**Run 1: placement by cell class**

Bar = 50 microns.
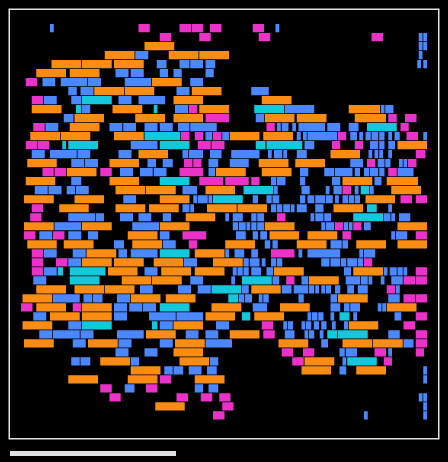
**Run 1: clock distribution**

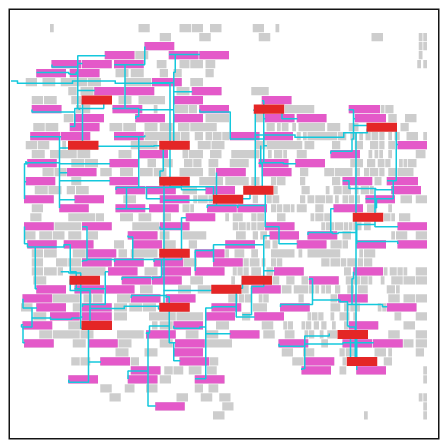
**Run 1: sequential cells coloured by netlist name**

Other sequential cells in the stronger grey, the rest of the logic in the fainter grey.
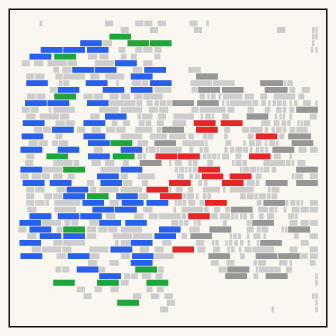
**Run 1: PDN straps and rails**

Pins as bars on the die edge. Tap cells in grey.
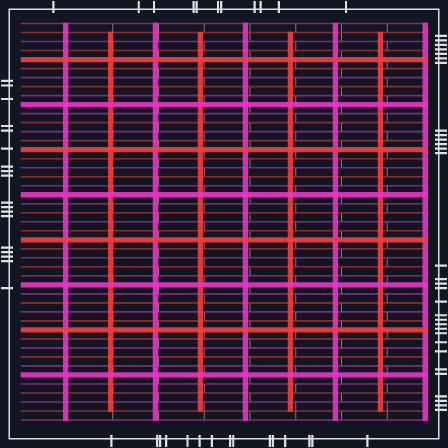
### config.mk
export PLATFORM = sky130hd
export DESIGN_NAME = pixel_fetch
export DESIGN_NICKNAME = d
export VERILOG_FILES = /design/src/rtl/pixel_fetch.sv
export SDC_FILE = /design/constraint.sdc
export NUM_CORES = 1
export LEC_CHECK = 0
export CAP_MARGIN = 20
export CORE_MARGIN = 3
export CORE_UTILIZATION = 40
export CTS_BUF_LIST = sky130_fd_sc_hd__clkbuf_16
export DETAILED_ROUTE_END_ITERATION = 8
export PLACE_DENSITY = 0.67
export SETUP_SLACK_MARGIN = 0.5
export SYNTH_ARGS = -nofsm -noshare
export SYNTH_HDL_FRONTEND = slang
export SYNTH_SLANG_ARGS = --single-unit
### constraint.sdc
create_clock -name clk -period 2.6 [get_ports clk]
set_input_delay 0.39 -clock clk [delete_from_list [all_inputs] [get_ports clk]]
set_output_delay 0.39 -clock clk [all_outputs]
set_load 0.02 [all_outputs]
### src/rtl/pixel_fetch.sv
// pixel_fetch: port-B SRAM read master that fetches one frame into a small FIFO
// and presents it to the display shifter as a valid/ready stream.
module pixel_fetch #(
    parameter logic [15:0] BASE_ADDR   = 16'h0000,
    parameter int unsigned FRAME_WORDS = 1024,
    parameter int unsigned DEPTH       = 4
) (
    input  logic        clk,
    input  logic        reset_n,
    input  logic        frame_start,
    input  logic        abort,
    output logic        start_b,
    output logic        rw_b,
    output logic [15:0] addr_b,
    output logic [15:0] data_b,
    input  logic        ready_b,
    input  logic [15:0] rd_data,
    output logic [15:0] pix_data,
    output logic        pix_valid,
    input  logic        pix_ready,
    output logic        busy,
    output logic        frame_done
);

    localparam int unsigned PTR_W = $clog2(DEPTH);
    localparam int unsigned LVL_W = $clog2(DEPTH + 1);
    localparam int unsigned CNT_W = 17;
    localparam logic [CNT_W-1:0] LAST_CNT = CNT_W'(FRAME_WORDS - 1);
    localparam logic [LVL_W-1:0] FULL_LVL = LVL_W'(DEPTH);

    typedef enum logic [2:0] {
        S_IDLE,
        S_FETCH,
        S_STROBE,
        S_WAIT,
        S_DRAIN
    } state_e;

    state_e             state_q, state_d;
    logic [15:0]        addr_q, addr_d;
    logic [CNT_W-1:0]   cnt_q, cnt_d;
    logic               start_b_q, start_b_d;
    logic               busy_q, busy_d;
    logic               frame_done_q, frame_done_d;
    logic               abort_seen_q, abort_seen_d;

    logic [PTR_W-1:0]   wr_ptr_q, wr_ptr_d;
    logic [PTR_W-1:0]   rd_ptr_q, rd_ptr_d;
    logic [LVL_W-1:0]   level_q, level_d;
    logic               pix_valid_q, pix_valid_d;
    logic [15:0]        pix_data_q, pix_data_d;
    logic [15:0]        mem_q [DEPTH];
    logic [15:0]        mem_d [DEPTH];

    logic               push_c;
    logic               pop_c;
    logic               flush_c;

    // Fetch sequencer: one outstanding read, start_b low only while in STROBE.
    always_comb begin
        state_d      = state_q;
        addr_d       = addr_q;
        cnt_d        = cnt_q;
        start_b_d    = 1'b1;
        frame_done_d = 1'b0;
        abort_seen_d = abort_seen_q;
        push_c       = 1'b0;
        flush_c      = 1'b0;

        case (state_q)
            S_IDLE: begin
                if (frame_start && !abort) begin
                    addr_d  = BASE_ADDR;
                    cnt_d   = '0;
                    state_d = S_FETCH;
                end
            end
            S_FETCH: begin
                if (abort) begin
                    flush_c = 1'b1;
                    state_d = S_IDLE;
                end else if ((level_q < FULL_LVL) && ready_b) begin
                    start_b_d    = 1'b0;
                    abort_seen_d = 1'b0;
                    state_d      = S_STROBE;
                end
            end
            S_STROBE: begin
                // ready_b still reflects the previous idle state here; ignore it.
                abort_seen_d = abort;
                state_d      = S_WAIT;
            end
            S_WAIT: begin
                abort_seen_d = abort_seen_q | abort;
                if (ready_b) begin
                    push_c = 1'b1;
                    addr_d = addr_q + 16'd1;
                    cnt_d  = cnt_q + CNT_W'(1);
                    if (cnt_q == LAST_CNT) begin
                        frame_done_d = 1'b1;
                        state_d      = S_IDLE;
                    end else if (abort_seen_q || abort) begin
                        state_d = S_DRAIN;
                    end else begin
                        state_d = S_FETCH;
                    end
                end
            end
            S_DRAIN: begin
                flush_c = 1'b1;
                state_d = S_IDLE;
            end
            default: begin
                state_d = S_IDLE;
            end
        endcase

        busy_d = (state_d != S_IDLE);
    end

    // FIFO next state; head word and valid are computed ahead so they can be registered.
    always_comb begin
        pop_c = pix_valid_q & pix_ready;
        mem_d = mem_q;
        if (push_c) begin
            mem_d[wr_ptr_q] = rd_data;
        end

        if (flush_c) begin
            wr_ptr_d    = '0;
            rd_ptr_d    = '0;
            level_d     = '0;
            pix_valid_d = 1'b0;
            pix_data_d  = pix_data_q;
        end else begin
            wr_ptr_d    = wr_ptr_q + PTR_W'(push_c);
            rd_ptr_d    = rd_ptr_q + PTR_W'(pop_c);
            level_d     = level_q + LVL_W'(push_c) - LVL_W'(pop_c);
            pix_valid_d = (level_d != '0);
            // A word pushed into an otherwise empty FIFO becomes the head directly.
            if (push_c && (wr_ptr_q == rd_ptr_d)) begin
                pix_data_d = rd_data;
            end else begin
                pix_data_d = mem_q[rd_ptr_d];
            end
        end
    end

    // State and output registers.
    always_ff @(posedge clk or negedge reset_n) begin
        if (!reset_n) begin
            state_q      <= S_IDLE;
            addr_q       <= '0;
            cnt_q        <= '0;
            start_b_q    <= 1'b1;
            busy_q       <= 1'b0;
            frame_done_q <= 1'b0;
            abort_seen_q <= 1'b0;
        end else begin
            state_q      <= state_d;
            addr_q       <= addr_d;
            cnt_q        <= cnt_d;
            start_b_q    <= start_b_d;
            busy_q       <= busy_d;
            frame_done_q <= frame_done_d;
            abort_seen_q <= abort_seen_d;
        end
    end

    // FIFO storage, pointers and registered stream outputs.
    always_ff @(posedge clk or negedge reset_n) begin
        if (!reset_n) begin
            wr_ptr_q    <= '0;
            rd_ptr_q    <= '0;
            level_q     <= '0;
            pix_valid_q <= 1'b0;
            pix_data_q  <= '0;
            for (int unsigned i = 0; i < DEPTH; i++) begin
                mem_q[i] <= '0;
            end
        end else begin
            wr_ptr_q    <= wr_ptr_d;
            rd_ptr_q    <= rd_ptr_d;
            level_q     <= level_d;
            pix_valid_q <= pix_valid_d;
            pix_data_q  <= pix_data_d;
            mem_q       <= mem_d;
        end
    end

    assign start_b    = start_b_q;
    assign rw_b       = 1'b1;
    assign addr_b     = addr_q;
    assign data_b     = 16'h0000;
    assign pix_data   = pix_data_q;
    assign pix_valid  = pix_valid_q;
    assign busy       = busy_q;
    assign frame_done = frame_done_q;

endmodule

==> impl_metrics.ini, run 1 <==
; implementation run metrics
[cells_and_area]
fin_nets = 602
lay_top_cells = dfrtp_1 (125), mux2_2 (64), clkdlybuf4s50_1 (55)
nonClkBufAreaFrac = 0.118
flops = 128
comb_share = 0.351
inverters = 11
multi_input_comb_cells = 323

[placed_design]
dp.cells = 732
placed_cell_area_sq_um = 7030

[outcome]
status = complete, no violations

[detailed_routing]
highest_layer = met4
wl_per_cell_microns = 17.6
firstDrtPassIters = 4
viasPerCell = 5.43
routed_wirelength_mm = 13.5

[yosys]
ys_cells = 487
synth_area_sq_um = 6070
async_reset_ff_frac = 1.00
postSynthAreaPerCell_sq_um = 12.5

[setup_path]
r2r_setup_slack_ps = 490
critPathCaptureType = register
slowest_delay_ps = 370
cp_top_family = adder cells
arrival_ps = 2400
crit_buf_inv = 3
required_ps = 2880

[global_route]
grt_pass1_vias = 4447

[floorplan]
placementRows = 44

[sta]
layout_setup_ws_ps = 486
tightest_slew_ps = 657
finalHoldViolations = 0

[clock_tree]
clk_pin_slew_worst_paths_ps = 60
## Picture notes: 'placement by cell class'
[registers] orange | cells: 128
[remaining logic cells] blue | cells: 334
[remaining buffers and delay cells] magenta | cells: 92
[clock drivers and dummy loads] cyan | cells: 32
final core utilization: 0.524
Core Footprint: 14,700 sq um

## Picture notes: 'clock distribution'
[flip-flops] magenta | count: 128
[clock wires] cyan | length: 1,710 microns
[clock-net drivers] red | count: 17
routed clock nets: 18
clk_skew: 5.79 ps
clk pwr: 2.41 mW

## Picture notes: 'sequential cells coloured by netlist name'
[`pix_data`] green | sequential cells: 16
[`cnt_q`] red | sequential cells: 17
[`mem_q`] blue | sequential cells: 64
power in sequential cells: 2.74 mW
Seq area share: 0.417

## Picture notes: 'PDN straps and rails'
[VDD] red
[VSS] magenta
met1 rails: 45
tap cells: 184
worst IR drop on VDD: 584 uV
Die X: 129 microns
Die Ht: 129 microns

run 1: power breakdown:
part           internal, mW  leakage [nW]  switching (mW)
Clock                  1.50         0.291           0.906
Combinational          1.30          1.54            1.11
Sequential             2.44          1.71           0.301
run 1: synth_stat cells (10+ instances only):
cell | n | area [sq um]
mux2_2 | 64 | 721
clkbuf_1 | 10 | 37.5
nor2_1 | 26 | 97.6
a21o_1 | 17 | 128
nand2_1 | 25 | 93.8
buf_4 | 17 | 128
a22o_1 | 19 | 166
inv_1 | 10 | 37.5
nand3_1 | 11 | 55.1
o21ai_0 | 12 | 60.1
mux4_2 | 16 | 360
dfrtp_1 | 127 | 3180
a21oi_1 | 23 | 115
run 1: per-layer routing:
layer  global-route usage  vias up
li1                     -     1936
met2                0.276      106
met3               0.0420       19
met5                    0        -
met1                0.228     2122
met4               0.0704        0
run 1: registers in the layout, indices dropped and copies added, names as in the netlist:
register	flops
pix_valid	1
rd_ptr_q	2
wr_ptr_q	2
busy	1
abort_seen_q	1
start_b	1
addr_b	16
pix_data	16
state_q	3
level_q	3
frame_done	1
mem_q	64
cnt_q	17
run 1: kinds of logic (layout without fill, tap and decap cells):
group / count (synthesis) / count (layout) / synth area share
AND-OR/OR-AND: 91 / 91 / 0.105
XOR/XNOR: 9 / 9 / 0.0155
adder cells (fa/ha/maj): 7 / 7 / 0.0157
buffers and inverters: 51 / 135 / 0.0464
flip-flops: 128 / 128 / 0.528
multiplexers: 88 / 88 / 0.191
other: 2 / 17 / 0.00124
AND/OR/NAND/NOR: 111 / 111 / 0.0975
run 1: timing repair:
item,4_1_cts,5_1_grt
pin swaps,4,3
endpoints found under the setup margin,37,23
setup buffers,3,3
hold buffers,0,0
gates resized,6,7
--- run 2 (diff from run 1) ---
- clock period: 2.6 -> 1.9 ns (I/O delays scaled with it)
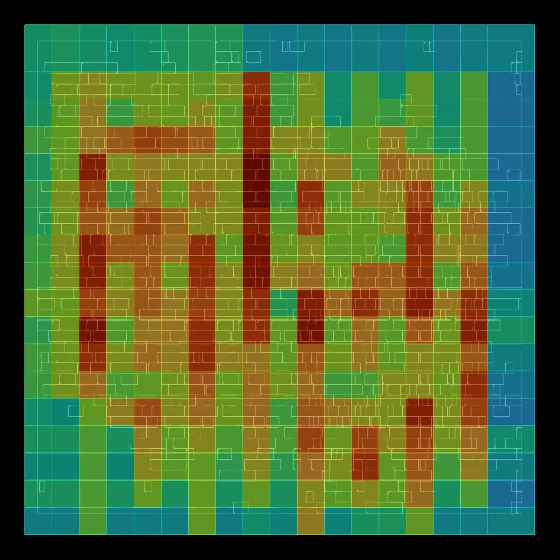
**Above:** run 2 (congestion heat map).
Global Route met3 Usage: 0.0507
final core utilization: 0.587
Routed WL per cell: 18.8 microns

==> run 2 against run 1 <==
  * The run now ends with negative hold slack, negative setup slack left
  * Critical path type unchanged
  * Via count increased by 7.4%
  * Clock-buffer cell count did not move
  * Clock power is 28% higher
  * Sequential power grew 36%
  * Clock skew rose by 3.6 ps
  * Non-clock buffer count increased by 48
  * Register-to-register slack lost 690 ps
  * Area after synthesis is the same
  * Maximum frequency increased by 0.48%
  * Synthesized cell count unchanged
  * Wire length increased by 14%
  * Sequential share of layout area down 4.5 points
==> impl_metrics.ini, run 2 <==
; implementation run metrics
[outcome]
status = finished, violations left
violations = negative hold slack, negative setup slack

[sta]
hold_ws_ps = -83.0
finalHoldViolations = 32
clock_skew_ps = 9.40
setup_viol = 51
layout_setup_ws_ps = -204

[setup_path]
critPathCaptureType = register
required_ps = 2190
r2r_setup_slack_ps = -200
arrival_ps = 2390

[clock_tree]
clk_pin_slew_worst_paths_ps = 60

[yosys]
synth_area_sq_um = 6070
yosysTopAreaCell = dfrtp_1
ys_cells = 487
topCellsByArea = dfrtp_1 (52%), mux2_2 (12%), mux4_2 (5.9%)
async_reset_ff_frac = 1.00
synth_top_area_share = 0.523
postSynthAreaPerCell_sq_um = 12.5
common_cells = dfrtp_1 (127), mux2_2 (64), nor2_1 (26), nand2_1 (25), a21oi_1 (23)

[cells_and_area]
nonClkBufAreaFrac = 0.170
multi_input_comb_cells = 325
fin_nets = 652
top_regs = mem_q: 64 flops, cnt_q: 17 flops
largest_reg_flops = 64
flops = 128
sh_seq_area = 0.372

[power_and_ir_drop]
ir_drop_uv = 744
pwr-share-clk = 0.273
p_switching_mw = 3.53
p_sw_frac = 0.313
combPwrFrac = 0.395
internal_power_mw = 7.75

[floorplan]
die_x_microns = 129

[detailed_routing]
viasPerCell = 5.48
routed_wirelength_mm = 15.4

[placed_design]
dp.cells = 744

[global_route]
grt_pass1_vias = 4799
[run 2: power by group through the flow]
stage / Clock (mW) / Sequential [mW] / Combinational, mW
global route: 3.27 / 3.81 / 4.79
global placement: 0 / 3.72 / 3.35
CTS: 3.14 / 3.72 / 4.09
floorplan: 0 / 3.82 / 2.21
detailed placement: 0 / 3.74 / 3.43
finish: 3.08 / 3.74 / 4.46
[run 2: what timing repair did]
item / 4_1_cts / 5_1_grt
endpoints found under the setup margin: 161 / 146
pin swaps: 23 / 43
cloned: 6 / 1
gates resized: 163 / 67
hold buffers: 0 / 0
setup buffers: 21 / 16
[run 2: kinds of logic (layout without fill, tap and decap cells)]
group / Yosys count / after routing / share of synthesized area
AND/OR/NAND/NOR: 111 / 112 / 0.0975
adder cells (fa/ha/maj): 7 / 7 / 0.0157
buffers and inverters: 51 / 183 / 0.0464
other: 2 / 17 / 0.00124
flip-flops: 128 / 128 / 0.528
XOR/XNOR: 9 / 9 / 0.0155
AND-OR/OR-AND: 91 / 92 / 0.105
multiplexers: 88 / 88 / 0.191
[run 2: through the flow]
stage	instance area (sq um)	power, mW	util
2_1_floorplan	6350	6.03	-
3_3_place_gp	7240	7.07	0.493
3_5_place_dp	7240	7.17	0.493
4_1_cts	8350	10.9	0.568
5_1_grt	8630	11.9	0.587
6_report	8630	11.3	0.587
[run 2: critical path: stages, from the launching register on]
cell and delay (ps):
dfrtp_1 370, and4b_2 350, inv_8 40, ha_4 200, inv_2 60, ha_4 120, inv_2 30, fa_2 350
xor2_2 170, xnor2_2 200, a31oi_1 100
[run 2: per-layer routing]
metal  global-route usage  up-vias
met5                    0        -
met4               0.0630        0
met3               0.0507       27
met2                0.321      111
met1                0.241     2314
li1                     -     2040
Power and IR drop assume default switching activity.
